===== src/rtl/mcu_bus_sync.sv =====
// Clocked front end turning asynchronous 8-bit MCU bus strobes into single-cycle 16-bit register-file accesses.
// Optional read/write watchdog enabled by defining BUS_TIMEOUT_EN.
module mcu_bus_sync #(
    parameter int unsigned ADDR_WIDTH     = 8,
    parameter int unsigned DATA_WIDTH     = 16,
    parameter int unsigned TIMEOUT_CYCLES = 255
) (
    input  logic                  clk,
    input  logic                  reset,
    input  logic                  mcu_nsel,
    input  logic                  mcu_nrd,
    input  logic                  mcu_nwr,
    input  logic [ADDR_WIDTH:0]   mcu_addr,
    input  logic [7:0]            mcu_wdata,
    output logic [7:0]            mcu_rdata,
    output logic                  mcu_rdata_oe,
    output logic                  reg_en,
    output logic                  reg_rd,
    output logic                  reg_wr,
    output logic [1:0]            reg_be,
    output logic [ADDR_WIDTH-1:0] reg_addr,
    output logic [DATA_WIDTH-1:0] reg_wdata,
    input  logic [DATA_WIDTH-1:0] reg_rdata,
    output logic                  bus_error
);

    // Two byte lanes are hard-wired; a zero watchdog limit would never let an access run.
    if (DATA_WIDTH != 16 || TIMEOUT_CYCLES == 0) begin : g_param_check
        $error("mcu_bus_sync: DATA_WIDTH must be 16 and TIMEOUT_CYCLES nonzero");
    end

    typedef enum logic [2:0] {
        S_IDLE,
        S_READ,
        S_WRITE,
        S_COMMIT,
        S_DRAIN
    } state_t;

    state_t                r_state;
    logic                  r_nsel_p1, r_nsel_s;
    logic                  r_nrd_p1,  r_nrd_s;
    logic                  r_nwr_p1,  r_nwr_s;
    logic [ADDR_WIDTH:0]   r_addr_p1, r_addr_s;
    logic [7:0]            r_wdata_p1, r_wdata_s;
    logic                  r_rd_d, r_wr_d;
    logic                  r_rd_lane;
    logic [ADDR_WIDTH:0]   r_waddr;
    logic [7:0]            r_wbyte;
    logic [7:0]            r_rhold;
    logic                  r_oe;
    logic                  r_reg_en, r_reg_rd, r_reg_wr;
    logic [1:0]            r_reg_be;
    logic [ADDR_WIDTH-1:0] r_reg_addr;
    logic [DATA_WIDTH-1:0] r_reg_wdata;
    logic                  r_bus_error;

    logic w_rd_s, w_wr_s, w_rd_rise, w_wr_rise, w_tmo_hit;

    assign w_rd_s    = ~r_nsel_s & ~r_nrd_s;
    assign w_wr_s    = ~r_nsel_s & ~r_nwr_s;
    assign w_rd_rise = w_rd_s & ~r_rd_d;
    assign w_wr_rise = w_wr_s & ~r_wr_d;

`ifdef BUS_TIMEOUT_EN
    localparam int unsigned TMO_W = $clog2(TIMEOUT_CYCLES + 1);
    logic [TMO_W-1:0] r_tmo_cnt;

    assign w_tmo_hit = (r_tmo_cnt == TMO_W'(TIMEOUT_CYCLES - 1));

    // Dwell counter, restarted on every entry into READ or WRITE.
    always_ff @(posedge clk) begin
        if (reset) begin
            r_tmo_cnt <= '0;
        end else if (r_state == S_IDLE) begin
            r_tmo_cnt <= '0;
        end else if (r_state == S_READ || r_state == S_WRITE) begin
            r_tmo_cnt <= r_tmo_cnt + TMO_W'(1);
        end
    end
`else
    assign w_tmo_hit = 1'b0;
`endif

    // Synchronisers, access FSM and registered register-file / pad outputs.
    always_ff @(posedge clk) begin
        if (reset) begin
            r_state     <= S_DRAIN;
            r_nsel_p1   <= 1'b0;
            r_nsel_s    <= 1'b0;
            r_nrd_p1    <= 1'b0;
            r_nrd_s     <= 1'b0;
            r_nwr_p1    <= 1'b0;
            r_nwr_s     <= 1'b0;
            r_addr_p1   <= '0;
            r_addr_s    <= '0;
            r_wdata_p1  <= '0;
            r_wdata_s   <= '0;
            r_rd_d      <= 1'b0;
            r_wr_d      <= 1'b0;
            r_rd_lane   <= 1'b0;
            r_waddr     <= '0;
            r_wbyte     <= '0;
            r_rhold     <= '0;
            r_oe        <= 1'b0;
            r_reg_en    <= 1'b0;
            r_reg_rd    <= 1'b0;
            r_reg_wr    <= 1'b0;
            r_reg_be    <= '0;
            r_reg_addr  <= '0;
            r_reg_wdata <= '0;
            r_bus_error <= 1'b0;
        end else begin
            r_nsel_p1  <= mcu_nsel;
            r_nsel_s   <= r_nsel_p1;
            r_nrd_p1   <= mcu_nrd;
            r_nrd_s    <= r_nrd_p1;
            r_nwr_p1   <= mcu_nwr;
            r_nwr_s    <= r_nwr_p1;
            r_addr_p1  <= mcu_addr;
            r_addr_s   <= r_addr_p1;
            r_wdata_p1 <= mcu_wdata;
            r_wdata_s  <= r_wdata_p1;
            r_rd_d     <= w_rd_s;
            r_wr_d     <= w_wr_s;
            r_reg_en   <= 1'b0;
            r_reg_rd   <= 1'b0;
            r_reg_wr   <= 1'b0;

            case (r_state)
                S_IDLE: begin
                    if (w_rd_rise && w_wr_rise) begin
                        r_bus_error <= 1'b1;
                        r_state     <= S_DRAIN;
                    end else if (w_rd_rise && !w_wr_s) begin
                        r_state    <= S_READ;
                        r_reg_en   <= 1'b1;
                        r_reg_rd   <= 1'b1;
                        r_reg_addr <= r_addr_s[ADDR_WIDTH:1];
                        r_rd_lane  <= r_addr_s[0];
                        r_oe       <= 1'b1;
                    end else if (w_wr_rise && !w_rd_s) begin
                        r_state <= S_WRITE;
                        r_waddr <= r_addr_s;
                        r_wbyte <= r_wdata_s;
                    end
                end
                S_READ: begin
                    // reg_rdata follows reg_addr combinationally, so capture while reg_rd is high.
                    if (r_reg_rd) begin
                        r_rhold <= r_rd_lane ? reg_rdata[15:8] : reg_rdata[7:0];
                    end
                    if (!w_rd_s) begin
                        r_state <= S_IDLE;
                        r_oe    <= 1'b0;
                    end else if (w_tmo_hit) begin
                        r_bus_error <= 1'b1;
                        r_state     <= S_DRAIN;
                        r_oe        <= 1'b0;
                    end
                end
                S_WRITE: begin
                    if (!w_wr_s) begin
                        r_state     <= S_COMMIT;
                        r_reg_en    <= 1'b1;
                        r_reg_wr    <= 1'b1;
                        r_reg_addr  <= r_waddr[ADDR_WIDTH:1];
                        r_reg_be    <= r_waddr[0] ? 2'b10 : 2'b01;
                        r_reg_wdata <= {r_wbyte, r_wbyte};
                    end else if (w_tmo_hit) begin
                        r_bus_error <= 1'b1;
                        r_state     <= S_DRAIN;
                    end else begin
                        r_waddr <= r_addr_s;
                        r_wbyte <= r_wdata_s;
                    end
                end
                S_COMMIT: r_state <= S_IDLE;
                S_DRAIN: begin
                    if (!w_rd_s && !w_wr_s) begin
                        r_state <= S_IDLE;
                    end
                end
                default: r_state <= S_DRAIN;
            endcase
        end
    end

    assign mcu_rdata    = r_rhold;
    assign mcu_rdata_oe = r_oe;
    assign reg_en       = r_reg_en;
    assign reg_rd       = r_reg_rd;
    assign reg_wr       = r_reg_wr;
    assign reg_be       = r_reg_be;
    assign reg_addr     = r_reg_addr;
    assign reg_wdata    = r_reg_wdata;
    assign bus_error    = r_bus_error;

endmodule


===== config.mk =====
export PLATFORM = sky130hd
export DESIGN_NAME = mcu_bus_sync
export DESIGN_NICKNAME = d
export VERILOG_FILES = /design/src/rtl/mcu_bus_sync.sv
export SDC_FILE = /design/constraint.sdc
export NUM_CORES = 1
export LEC_CHECK = 0
export ABC_AREA = 1
export CORE_MARGIN = 2
export CORE_UTILIZATION = 45
export CTS_BUF_LIST = sky130_fd_sc_hd__clkbuf_8 sky130_fd_sc_hd__clkbuf_16
export DETAILED_ROUTE_END_ITERATION = 6
export GPL_TIMING_DRIVEN = 1
export PLACE_DENSITY = 0.69
export SYNTH_ARGS = -nofsm -noshare
export SYNTH_HDL_FRONTEND = slang
export SYNTH_SLANG_ARGS = --single-unit

===== constraint.sdc =====
create_clock -name clk -period 1.56 [get_ports clk]
set_clock_uncertainty 0.1 [all_clocks]
set_input_delay 0.312 -clock clk [delete_from_list [all_inputs] [get_ports clk]]
set_output_delay 0.312 -clock clk [all_outputs]
set_load 0.02 [all_outputs]

==> results.json <==
{
  "syn_area_mm2": 0.00364,
  "overflow": 0,
  "top_cell_area_share_pct": 51.8,
  "antenna_found_initial": 0,
  "num-fill-cells": 737,
  "power_frac_comb_pct": 9.4,
  "clk_pin_slew_ps": 90,
  "synth.logic.top_family": "simple AND/OR/NAND/NOR gates",
  "met2_length_mm": 2.86,
  "placed_cells": 664,
  "ys_types": 22,
  "sh_comb_area_pct": 24.0,
  "nonClkBufAreaFrac_pct": 18.1,
  "postCtsHoldBufs": 0,
  "ff_latch_area_mm2": 0.00188,
  "status": "complete, no violations",
  "worstPathMaxFanout": 3,
  "worst_pin_slew_ps": 519,
  "ios": 77,
  "critPathKind": "register to output pin",
  "endpoint_kind": "output pin",
  "synthAdderAreaFrac_pct": 0,
  "startpoint": "reg_wdata[11]",
  "crit_slowest_cell": "dfxtp_1",
  "max_clock_freq_mhz": 674,
  "irDropWorstVdd_mv": 0.455,
  "finalCriticalPeriod_ps": 1480,
  "drc": 0,
  "critical_path_required_ps": 1150,
  "grt_pass1_wl_mm": 11.4,
  "simple_gate_share_pct": 22.6,
  "holdWs_ps": 304
}
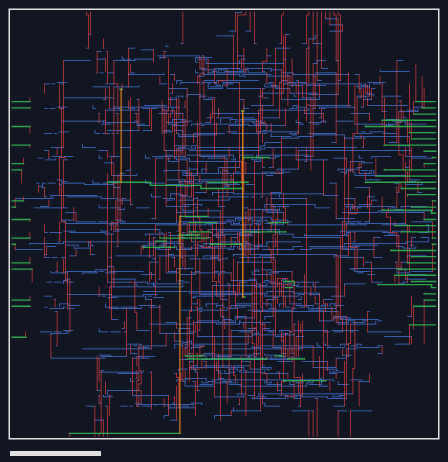
**Above:** routed metal, one colour a layer.
Scale bar: 20 um.
met2: marked red, wire length 2,860 um. met3: marked green, wire length 457 um. met1: marked blue, wire length 3,350 um. met4: marked orange, wire length 109 um.

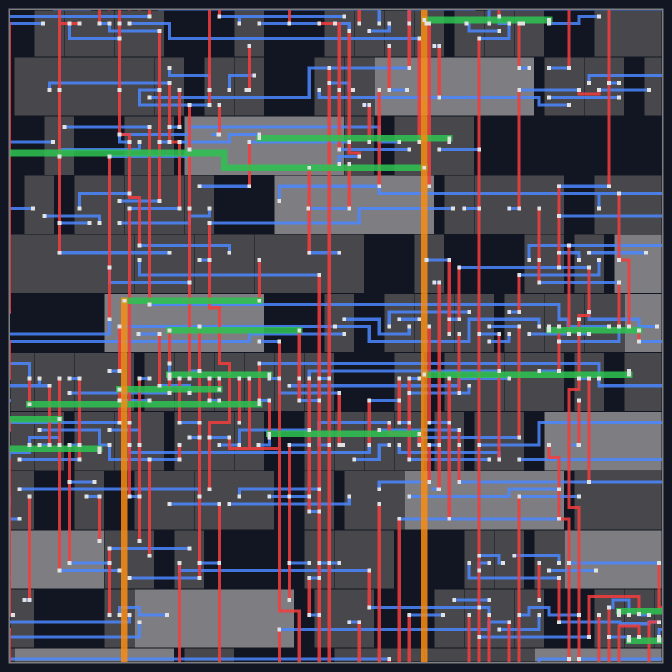
**Above:** layout detail.
Region (32, 32) to (62, 62) um. Cells in grey, sequential cells in the stronger grey; small squares are vias.
met4: marked orange. met1: marked blue. met3: marked green. met2: marked red.
Netlist names of flops here include `r_state` (3), `r_waddr` (2), `r_wbyte` (2). 99 logic cells have their middle in the window. Sequential cells in the window: 9. Most frequent: inv_1 (17), nand2_1 (17), nor2_1 (17).

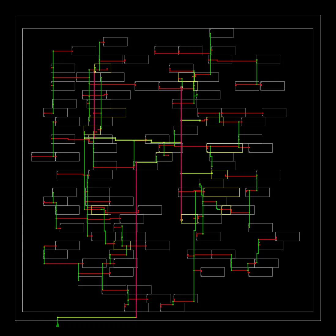
**Above:** the clock network.
CTS Sinks: 94
clock-net power: 1.82 mW
clock buffers: 9
Flops: 94
clock latency on the worst-skew pair: 350 ps

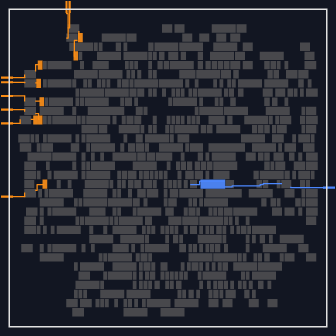
**Above:** port wiring.
`mcu_wdata`: marked orange, direction input, end cells 8, wire 63.3 um. `reg_rd`: marked blue, direction output, end cells 1, wire 39.2 um.

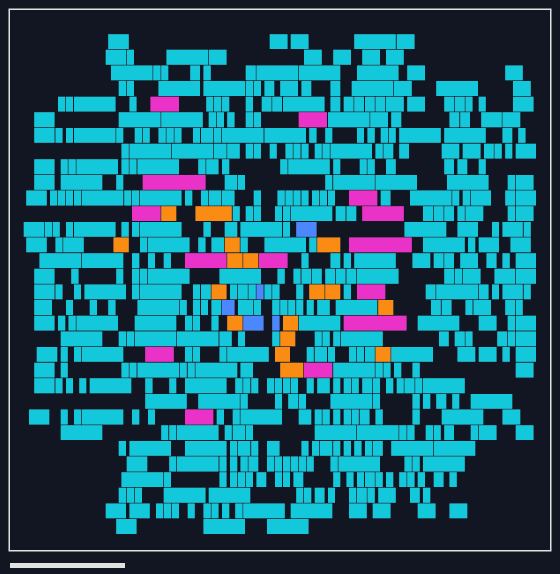
**Above:** cell sizes after repair.
Scale bar: 20 um.
drive 1 or less: marked cyan, cells 541, share 94%, most used inv_1. drive 6 and up: marked magenta, cells 14, share 2.4%, most used clkbuf_8. drive 3 to 4: marked orange, cells 17, share 2.9%, most used buf_4. drive 2: marked blue, cells 5, share 0.87%.

Power figures rest on the tool's default switching activity, not on a simulated workload.
